Fig. 1: run 1, close-up of the layout
Window x 53 to 78, y 53 to 78 µm. Cells in grey, sequential cells in the stronger grey; small squares are vias.
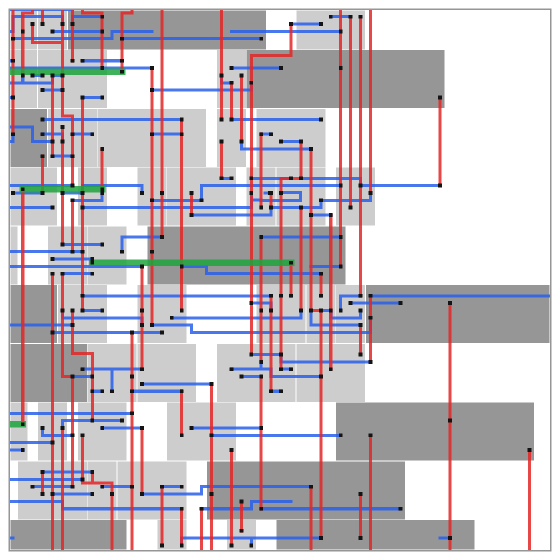
Fig. 2: run 1, where the registers sit
Scale: 6 px per µm.
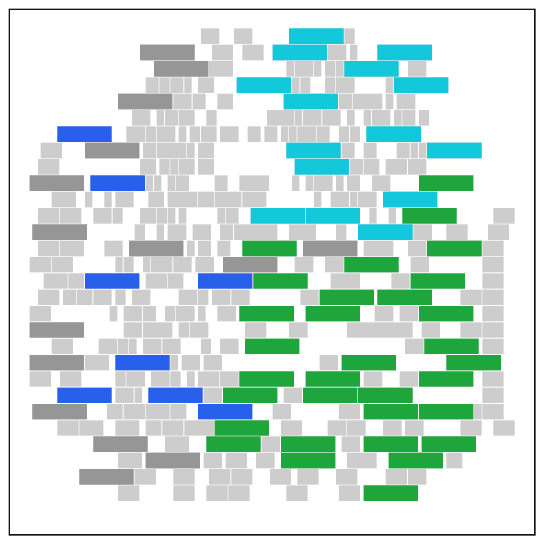
Fig. 3: run 1, the metal 1 layer
Scale: 3 px per µm.
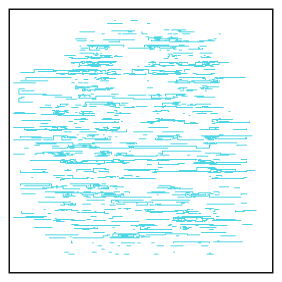
File: config.mk
export PLATFORM = sky130hd
export DESIGN_NAME = uart_cmd_decoder
export DESIGN_NICKNAME = d
export VERILOG_FILES = /design/src/rtl/uart_apb_pkg.sv /design/src/rtl/uart_cmd_decoder.sv
export SDC_FILE = /design/constraint.sdc
export NUM_CORES = 1
export LEC_CHECK = 0
export CORE_MARGIN = 3
export CORE_UTILIZATION = 47
export CTS_CLUSTER_SIZE = 30
export DETAILED_ROUTE_END_ITERATION = 8
export MAX_ROUTING_LAYER = met4
export PLACE_DENSITY = 0.76
export RECOVER_POWER = 50
export SETUP_SLACK_MARGIN = 0.05
export SLEW_MARGIN = 20
export SYNTH_ARGS = -nofsm -noshare
export SYNTH_HDL_FRONTEND = slang
export SYNTH_SLANG_ARGS = --single-unit
File: constraint.sdc
create_clock -name clk -period 2.3 [get_ports clk]
set_input_delay 0.46 -clock clk [delete_from_list [all_inputs] [get_ports clk]]
set_output_delay 0.46 -clock clk [all_outputs]
set_load 0.03 [all_outputs]
File: src/rtl/uart_apb_pkg.sv
// ============================================================================
// Module      : uart_apb_pkg
// Description : Shared constants for the UART command decoder: opcodes,
//               default frame marker and FSM state encodings.
// Revision    : 1.0 - initial release
// ============================================================================
`default_nettype none

package uart_apb_pkg;

    localparam logic [7:0] OP_WRITE          = 8'h01;
    localparam logic [7:0] OP_READ           = 8'h02;
    localparam logic [7:0] SYNC_BYTE_DEFAULT = 8'hA5;

    localparam int         c_state_w   = 3;
    localparam logic [2:0] c_st_idle   = 3'd0;
    localparam logic [2:0] c_st_opcode = 3'd1;
    localparam logic [2:0] c_st_addr   = 3'd2;
    localparam logic [2:0] c_st_data   = 3'd3;
    localparam logic [2:0] c_st_csum   = 3'd4;
    localparam logic [2:0] c_st_issue  = 3'd5;

endpackage

`default_nettype wire

File: src/rtl/uart_cmd_decoder.sv
// ============================================================================
// Module      : uart_cmd_decoder
// Description : Decodes SYNC/OPCODE/ADDR/DATA/CSUM byte frames from a UART
//               receiver into single APB read/write requests.
// Revision    : 1.0 - initial release
// ============================================================================
`default_nettype none

module uart_cmd_decoder
    import uart_apb_pkg::*;
#(
    parameter int         TIMEOUT_CLKS = 20000,
    parameter logic [7:0] SYNC_BYTE    = SYNC_BYTE_DEFAULT
) (
    input  logic        clk,
    input  logic        rst,
    input  logic [7:0]  i_data,
    input  logic        i_valid_data,
    output logic        o_req_valid,
    input  logic        i_req_ready,
    output logic        o_req_write,
    output logic [7:0]  o_req_addr,
    output logic [31:0] o_req_wdata,
    output logic        o_frame_err,
    output logic        o_busy
);

    localparam int               TMO_W      = $clog2(TIMEOUT_CLKS);
    localparam logic [TMO_W-1:0] c_tmo_max  = TMO_W'(TIMEOUT_CLKS - 1);

    logic [c_state_w-1:0] r_state;
    logic [c_state_w-1:0] w_state_nxt;
    logic                 r_write;
    logic [7:0]           r_addr;
    logic [31:0]          r_wdata;
    logic [7:0]           r_csum;
    logic [1:0]           r_idx;
    logic [TMO_W-1:0]     r_tmo;
    logic                 r_frame_err;
    logic                 w_err;
    logic                 w_timed;
    logic                 w_tmo_hit;

    // A byte arriving in the expiry cycle wins over the timeout.
    assign w_timed   = (r_state == c_st_opcode) || (r_state == c_st_addr) ||
                       (r_state == c_st_data)   || (r_state == c_st_csum);
    assign w_tmo_hit = w_timed && !i_valid_data && (r_tmo == c_tmo_max);

    always_comb begin
        w_state_nxt = r_state;
        w_err       = 1'b0;
        case (r_state)
            c_st_idle: begin
                if (i_valid_data && (i_data == SYNC_BYTE)) begin
                    w_state_nxt = c_st_opcode;
                end
            end
            c_st_opcode: begin
                if (i_valid_data) begin
                    if ((i_data == OP_WRITE) || (i_data == OP_READ)) begin
                        w_state_nxt = c_st_addr;
                    end else begin
                        w_err       = 1'b1;
                        w_state_nxt = c_st_idle;
                    end
                end
            end
            c_st_addr: begin
                if (i_valid_data) begin
                    w_state_nxt = r_write ? c_st_data : c_st_csum;
                end
            end
            c_st_data: begin
                if (i_valid_data && (r_idx == 2'd3)) begin
                    w_state_nxt = c_st_csum;
                end
            end
            c_st_csum: begin
                if (i_valid_data) begin
                    if (i_data == r_csum) begin
                        w_state_nxt = c_st_issue;
                    end else begin
                        w_err       = 1'b1;
                        w_state_nxt = c_st_idle;
                    end
                end
            end
            c_st_issue: begin
                // Overrun bytes are dropped; the pending request is kept.
                w_err = i_valid_data;
                if (i_req_ready) begin
                    w_state_nxt = c_st_idle;
                end
            end
            default: begin
                w_state_nxt = c_st_idle;
            end
        endcase
        if (w_tmo_hit) begin
            w_err       = 1'b1;
            w_state_nxt = c_st_idle;
        end
    end

    always_ff @(posedge clk or posedge rst) begin
        if (rst) begin
            r_state     <= c_st_idle;
            r_write     <= 1'b0;
            r_addr      <= 8'h00;
            r_wdata     <= 32'h0;
            r_csum      <= 8'h00;
            r_idx       <= 2'd0;
            r_tmo       <= '0;
            r_frame_err <= 1'b0;
        end else begin
            r_state     <= w_state_nxt;
            r_frame_err <= w_err;

            if (!w_timed || i_valid_data || w_tmo_hit) begin
                r_tmo <= '0;
            end else begin
                r_tmo <= r_tmo + 1'b1;
            end

            if (i_valid_data) begin
                case (r_state)
                    c_st_opcode: begin
                        r_write <= (i_data == OP_WRITE);
                        r_csum  <= i_data;
                        r_wdata <= 32'h0;
                        r_idx   <= 2'd0;
                    end
                    c_st_addr: begin
                        r_addr <= i_data;
                        r_csum <= r_csum ^ i_data;
                    end
                    c_st_data: begin
                        r_wdata <= {r_wdata[23:0], i_data};
                        r_csum  <= r_csum ^ i_data;
                        r_idx   <= r_idx + 2'd1;
                    end
                    default: begin
                    end
                endcase
            end
        end
    end

    assign o_req_valid = (r_state == c_st_issue);
    assign o_req_write = r_write;
    assign o_req_addr  = r_addr;
    assign o_req_wdata = r_wdata;
    assign o_frame_err = r_frame_err;
    assign o_busy      = (r_state != c_st_idle);

endmodule

`default_nettype wire

==> flow_metrics.env, run 1 <==
# flow metrics
export IMPL_outcome="completed"
export IMPL_switching_share=0.2744
export IMPL_fin_cells=416
export IMPL_hold_end="r_tmo[0]$_DFF_PP0_"
export IMPL_pg_clk_uw=998
export IMPL_cts_buffers=9
export IMPL_top_power_group="sequential cells"
export IMPL_grt_max_degree=58
export IMPL_syn_mean_instance_area_um2=11.47
export IMPL_yosysUniqueCellTypes=44
export IMPL_port_buffers=55
export IMPL_io_pins=56
export IMPL_p_leak_uw=0.001697
export IMPL_fp_util=0.4869
export IMPL_place_area_um2=3815
export IMPL_cellPowerDensity_nw_per_um2=651.4
export IMPL_finalPower_uw=2596
export IMPL_tritoncts="done"
export IMPL_lay_top_count="dfrtp_1"
export IMPL_r2r_setup_slack_ns=0.37
export IMPL_ir_drop_mv=0.3912
export IMPL_ff_type="dfrtp_1"
export IMPL_p_comb_frac=0.116
export IMPL_route_detailed_drc=0
export IMPL_dr_pass1_iters=4
export IMPL_dr_wl_met2_mm=3.175
export IMPL_final_nets=348
export IMPL_yosysWarnings=0
export IMPL_post_route_min_period_ns=2.150
export IMPL_overflow=0
export IMPL_intPower_uw=1883
export IMPL_dpl_hpwl_mm=4.565
export IMPL_grt_first_pass_wirelength_mm=11.34
export IMPL_netSwitchingPower_uw=712.4
export IMPL_chip_area_um2=7627
export IMPL_adder_share=0.008048
export IMPL_compound_area_frac=0.1598
export IMPL_wl_met1_mm=2.970
export IMPL_top_cell_area_share=0.5634
export IMPL_synthMuxAreaShare=0.03622
export IMPL_synth_area_um2=3109
export IMPL_crit_start="r_state[1]$_DFFE_PP0P_"
export IMPL_synth_net_count=285
export IMPL_clkPwrFrac=0.385
export IMPL_finalInstanceArea_um2=3985
export IMPL_hold_path_class="reg2reg"
export IMPL_final_hold_viol_count=0
export IMPL_rsz0062_at_grt="no"
export IMPL_fmax_mhz=465.1
export IMPL_largest_register_ffs=32
export IMPL_top_logic_kind="AND-OR/OR-AND gates"
export IMPL_pwr_share_seq=0.499
export IMPL_cts_resized=2
export IMPL_htreeDepth=3
export IMPL_maxSlewViolCount=0
export IMPL_clk_latency_ns=0.35
export IMPL_syn_to_final_growth_pct=28.17
export IMPL_setup_viol=0
export IMPL_cts_hold_buf=0
export IMPL_postRouteAntennaNets=0
export IMPL_synth_edff_count=0
export IMPL_antenna_found_initial=0
export IMPL_synthTopCellsByCount="70 x dfrtp_1, 33 x a22o_1, 33 x nor2_1, 12 x xnor2_1"
export IMPL_end_kind="primary output"
export IMPL_logic_area_um2=1274
export IMPL_finalSetupTns_ns=0
export IMPL_p_comb_uw=301
export IMPL_relSlewSlack=0.4925
export IMPL_clock_skew_final_ns=0.004669
export IMPL_die_w_um=87.34
export IMPL_grt_use_met3=0.05014
export IMPL_tightestPinTransition_ns=0.7613
export IMPL_cp_start_kind="flip-flop"
export IMPL_cp_data_required_time_ns=1.84
export IMPL_hold_ws_ns=0.4870
export IMPL_yosys_cells=271
export IMPL_num_rows=29
export IMPL_synth_area_leader_cell="dfrtp_1"
export IMPL_drive_above_1_share=0.1268
export IMPL_simple_gate_share=0.1445
export IMPL_drv_cap=0
export IMPL_min_from="r_tmo[0]$_DFF_PP0_"
export IMPL_postSynth_asyncResetShare=1.000
export IMPL_finalClockPeriodUsage=0.9349
export IMPL_cts_setup_buffers=0
export IMPL_ys_area_um2=3109
export IMPL_fin_ws_ns=0.1498
export IMPL_ys_seq_share=0.5634
export IMPL_dpl_cell_count=400
export IMPL_dp_slack_ns=0.1034
export IMPL_ys_sh_xor=0.06197
export IMPL_worstRegToRegCells=5
export IMPL_grt_pass1_vias=2306
export IMPL_fillers=507
export IMPL_crit_arrival_ns=1.69
export IMPL_synth_flops=70
export IMPL_path_class="reg2out"
export IMPL_gp_congestion=0.8479
export IMPL_crit_reg2reg_launch="r_state[2]$_DFFE_PP0P_"
About Fig. 1:
[blue] M1
[red] M2
[green] M3
most frequent: nor2_1 (9), dfrtp_1 (8), xor2_1 (6)
sequential cells in the window: 8
netlist names of flops here include: r_tmo (6), o_req_wdata (2)
cells with their middle in the window: 44

About Fig. 2:
[blue] r_csum | placed flops: 8
[green] o_req_wdata | placed flops: 32
[cyan] r_tmo | placed flops: 15
not coloured: 15
fin util: 0.6240
Seq power: 1300 µW
Register Area: 1752 µm²

About Fig. 3:
share of all routed wire: 45%
nets with wire on the layer: 306
wire length on this layer: 2970 µm
main direction: horizontal
via count: 2382
final WL: 6.659 mm
met1 Resource Use GR: 0.2674

-- run 1: logic make-up (layout without fill, tap and decap cells) --
| family | after synthesis | count (layout) |
|---|---|---|
| AND/OR/NAND/NOR | 84 | 84 |
| buffers and inverters | 20 | 88 |
| multiplexers | 10 | 10 |
| adder cells (fa/ha/maj) | 2 | 2 |
| flip-flops | 70 | 70 |
| XOR/XNOR | 22 | 22 |
| AND-OR/OR-AND | 63 | 63 |
-- run 1: cell type report --
class	instances	share of cell area
Multi-Input combinational cell	181	0.3196
Inverter	4	0.003768
Sequential cell	70	0.4396
Clock buffer	9	0.03108
Clock inverter	7	0.01852
Timing Repair Buffer	68	0.1633
Tap cell	77	0.02418
-- run 1: critical path: stages, from the launching register on --
cell and delay (ns):
dfrtp_1 0.52, or3_1 0.45, dlygate4sd2_1 0.38
==> run 2: changes to the inputs <==
--- a/config.mk
+++ b/config.mk
@@ -9,7 +9,6 @@
 export CORE_UTILIZATION = 47
 export CTS_CLUSTER_SIZE = 30
 export DETAILED_ROUTE_END_ITERATION = 8
-export MAX_ROUTING_LAYER = met4
 export PLACE_DENSITY = 0.76
 export RECOVER_POWER = 50
 export SETUP_SLACK_MARGIN = 0.05
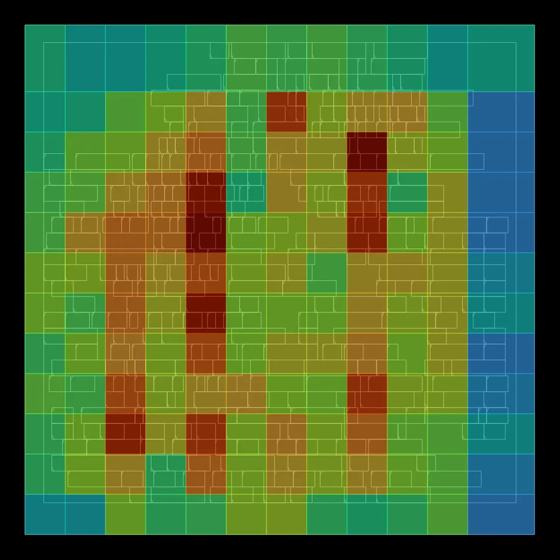
Fig. 4. Routing congestion map (run 2).
fin util: 0.6303
gr busiest metal: met2
met1 Resource Use GR: 0.2607
met3 GRT Util: 0.04068
GR Util met2: 0.3007

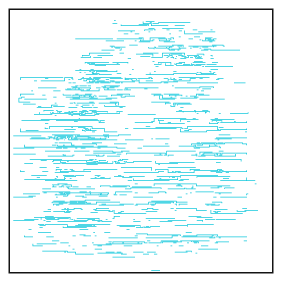
Fig. 5. The metal 1 layer (run 2).
Scale: 3 px per µm.
longest straight run: 30.8 µm
nets with wire on the layer: 303
main direction: horizontal
wire length on this layer: 3020 µm
share of all routed wire: 45%
via count: 2349
final WL: 6.645 mm

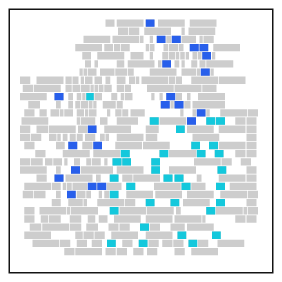
Fig. 6. Gate families picked out (run 2).
Scale: 3 px per µm.
[cyan] non-inverting ao/oa cells | cells: 34
[blue] xor and xnor cells | cells: 22
Comb area share: 0.3164
fin cells: 417
Commonest Layout Cell: dfrtp_1

==> run 2 against run 1 <==
Fmax is 0.11% higher. Clock skew rose by 0.0075 ns. Synthesized cell count stayed put. Critical path depth unchanged. Core utilization grew 0.63 points. Largest cell class unchanged. Highest routed layer unchanged. Register-to-register slack better by 0.03 ns. Synthesized area unchanged. Worst hold slack better by 0.0041 ns.
==> flow_metrics.env, run 2 <==
# flow metrics
export IMPL_synthMuxAreaShare=0.03622
export IMPL_syn_mean_instance_area_um2=11.47
export IMPL_crit_arrival_ns=1.69
export IMPL_wl_met1_mm=3.022
export IMPL_cts_setup_buffers=0
export IMPL_r2r_end="o_req_addr[0]$_DFFE_PP0P_"
export IMPL_post_route_min_period_ns=2.148
export IMPL_fp_util=0.4869
export IMPL_hold_end="r_tmo[0]$_DFF_PP0_"
export IMPL_yosysWarnings=0
export IMPL_dpl_hpwl_mm=4.555
export IMPL_final_hold_viol_count=0
export IMPL_synthTopCellsByCount="70 x dfrtp_1, 33 x a22o_1, 33 x nor2_1, 12 x xnor2_1"
export IMPL_num_rows=29
export IMPL_tool_warnings=26
export IMPL_cp_start_kind="flip-flop"
export IMPL_cellPowerDensity_nw_per_um2=678.3
export IMPL_grt_max_degree=45
export IMPL_tritoncts="done"
export IMPL_r2r_setup_slack_ns=0.40
export IMPL_p_comb_frac=0.110
export IMPL_setup_viol=0
export IMPL_relSlewSlack=0.3454
export IMPL_htreeDepth=3
export IMPL_top_cell="dfrtp_1"
export IMPL_end_kind="primary output"
export IMPL_ys_sh_xor=0.06197
export IMPL_maxSlewViolCount=0
export IMPL_rsz0062_at_grt="no"
export IMPL_postSynth_asyncResetShare=1.000
export IMPL_grt_pass1_vias=2263
export IMPL_crit_chain="or3_1, dlygate4sd2_1"
export IMPL_clk_latency_ns=0.35
export IMPL_finalClockPeriodUsage=0.9339
export IMPL_synth_area_um2=3109
export IMPL_postRouteAntennaNets=0
export IMPL_path_class="reg2out"
export IMPL_outcome="completed"
export IMPL_io_pins=56
export IMPL_min_from="r_tmo[0]$_DFF_PP0_"
export IMPL_dr_wl_met3_um=303
export IMPL_gp_congestion=0.8242
export IMPL_p_seq_uw=1300
export IMPL_top_cell_area_share=0.5634
export IMPL_ir_drop_mv=0.4061
export IMPL_switching_share=0.2491
export IMPL_final_nets=349
export IMPL_grt_first_pass_wirelength_mm=11.34
export IMPL_dr_wl_met2_mm=3.193
export IMPL_routed_via_density=5.633
export IMPL_crit_buf_inv=1
export IMPL_yosysUniqueCellTypes=44
export IMPL_synth_area_leader_cell="dfrtp_1"
export IMPL_synth_net_count=285
export IMPL_hold_path_class="reg2reg"
export IMPL_cts_hold_buf=0
export IMPL_clkPwrFrac=0.415
export IMPL_tightestPinTransition_ns=0.9819
export IMPL_dpl_cell_count=401
export IMPL_layout_top_cells="70 x dfrtp_1, 50 x clkdlybuf4s50_1, 33 x a22o_1, 32 x nor2_1, 12 x xnor2_1"
export IMPL_syn_to_final_growth_pct=29.46
export IMPL_port_buffers=55
export IMPL_p_comb_uw=301
export IMPL_synth_edff_count=0
export IMPL_worstRegToRegCells=4
export IMPL_largest_register_ffs=32
export IMPL_chip_area_um2=7627
export IMPL_slowest_delay_ns=0.52
export IMPL_top_power_group="sequential cells"
export IMPL_adder_share=0.008048
export IMPL_finalSetupTns_ns=0
export IMPL_fmax_mhz=465.6
export IMPL_top_logic_kind="AND-OR/OR-AND gates"
export IMPL_dr_pass1_iters=4
export IMPL_drive_above_1_share=0.1294
export IMPL_pg_clk_uw=1130
export IMPL_die_w_um=87.34
export IMPL_antenna_found_initial=0
export IMPL_ys_seq_share=0.5634
export IMPL_cts_resized=2
export IMPL_cts_buffers=9
export IMPL_ff_type="dfrtp_1"
export IMPL_path_depth=2
export IMPL_crit_reg2reg_launch="r_state[1]$_DFFE_PP0P_"
export IMPL_yosys_cells=271
export IMPL_cp_data_required_time_ns=1.84
export IMPL_crit_slowest_cell="dfrtp_1"
export IMPL_compound_area_frac=0.1598
export IMPL_clock_skew_final_ns=0.01215
export IMPL_drv_cap=0
export IMPL_pwr_share_seq=0.475
export IMPL_synth_flops=70
## run 2: cell counts after synthesis
Identical to the previous run, type by type.
## run 2: cell type report
type | instances | area, µm²
clock buffer | 11 | 151.4
clock inverter | 5 | 81.33
fill | 525 | 2361
inverter | 4 | 15.01
multi-input combinational | 181 | 1274
sequential | 70 | 1752
tap | 77 | 96.34
timing repair buffer | 69 | 655.6
## run 2: through the flow
stage	power (µW)	hold slack, ns	cell area (µm²)	setup WS (ns)
after floorplan	1515	0.4549	3109	0.07179
after global placement	1623	0.4769	3822	0.2006
after detailed placement	1633	0.4852	3822	0.1742
after CTS	2764	0.3745	4053	0.1522
after global routing	2857	0.5111	4025	0.07732
final	2730	0.4911	4025	0.1521
Power is estimated from default activity; no workload was simulated.
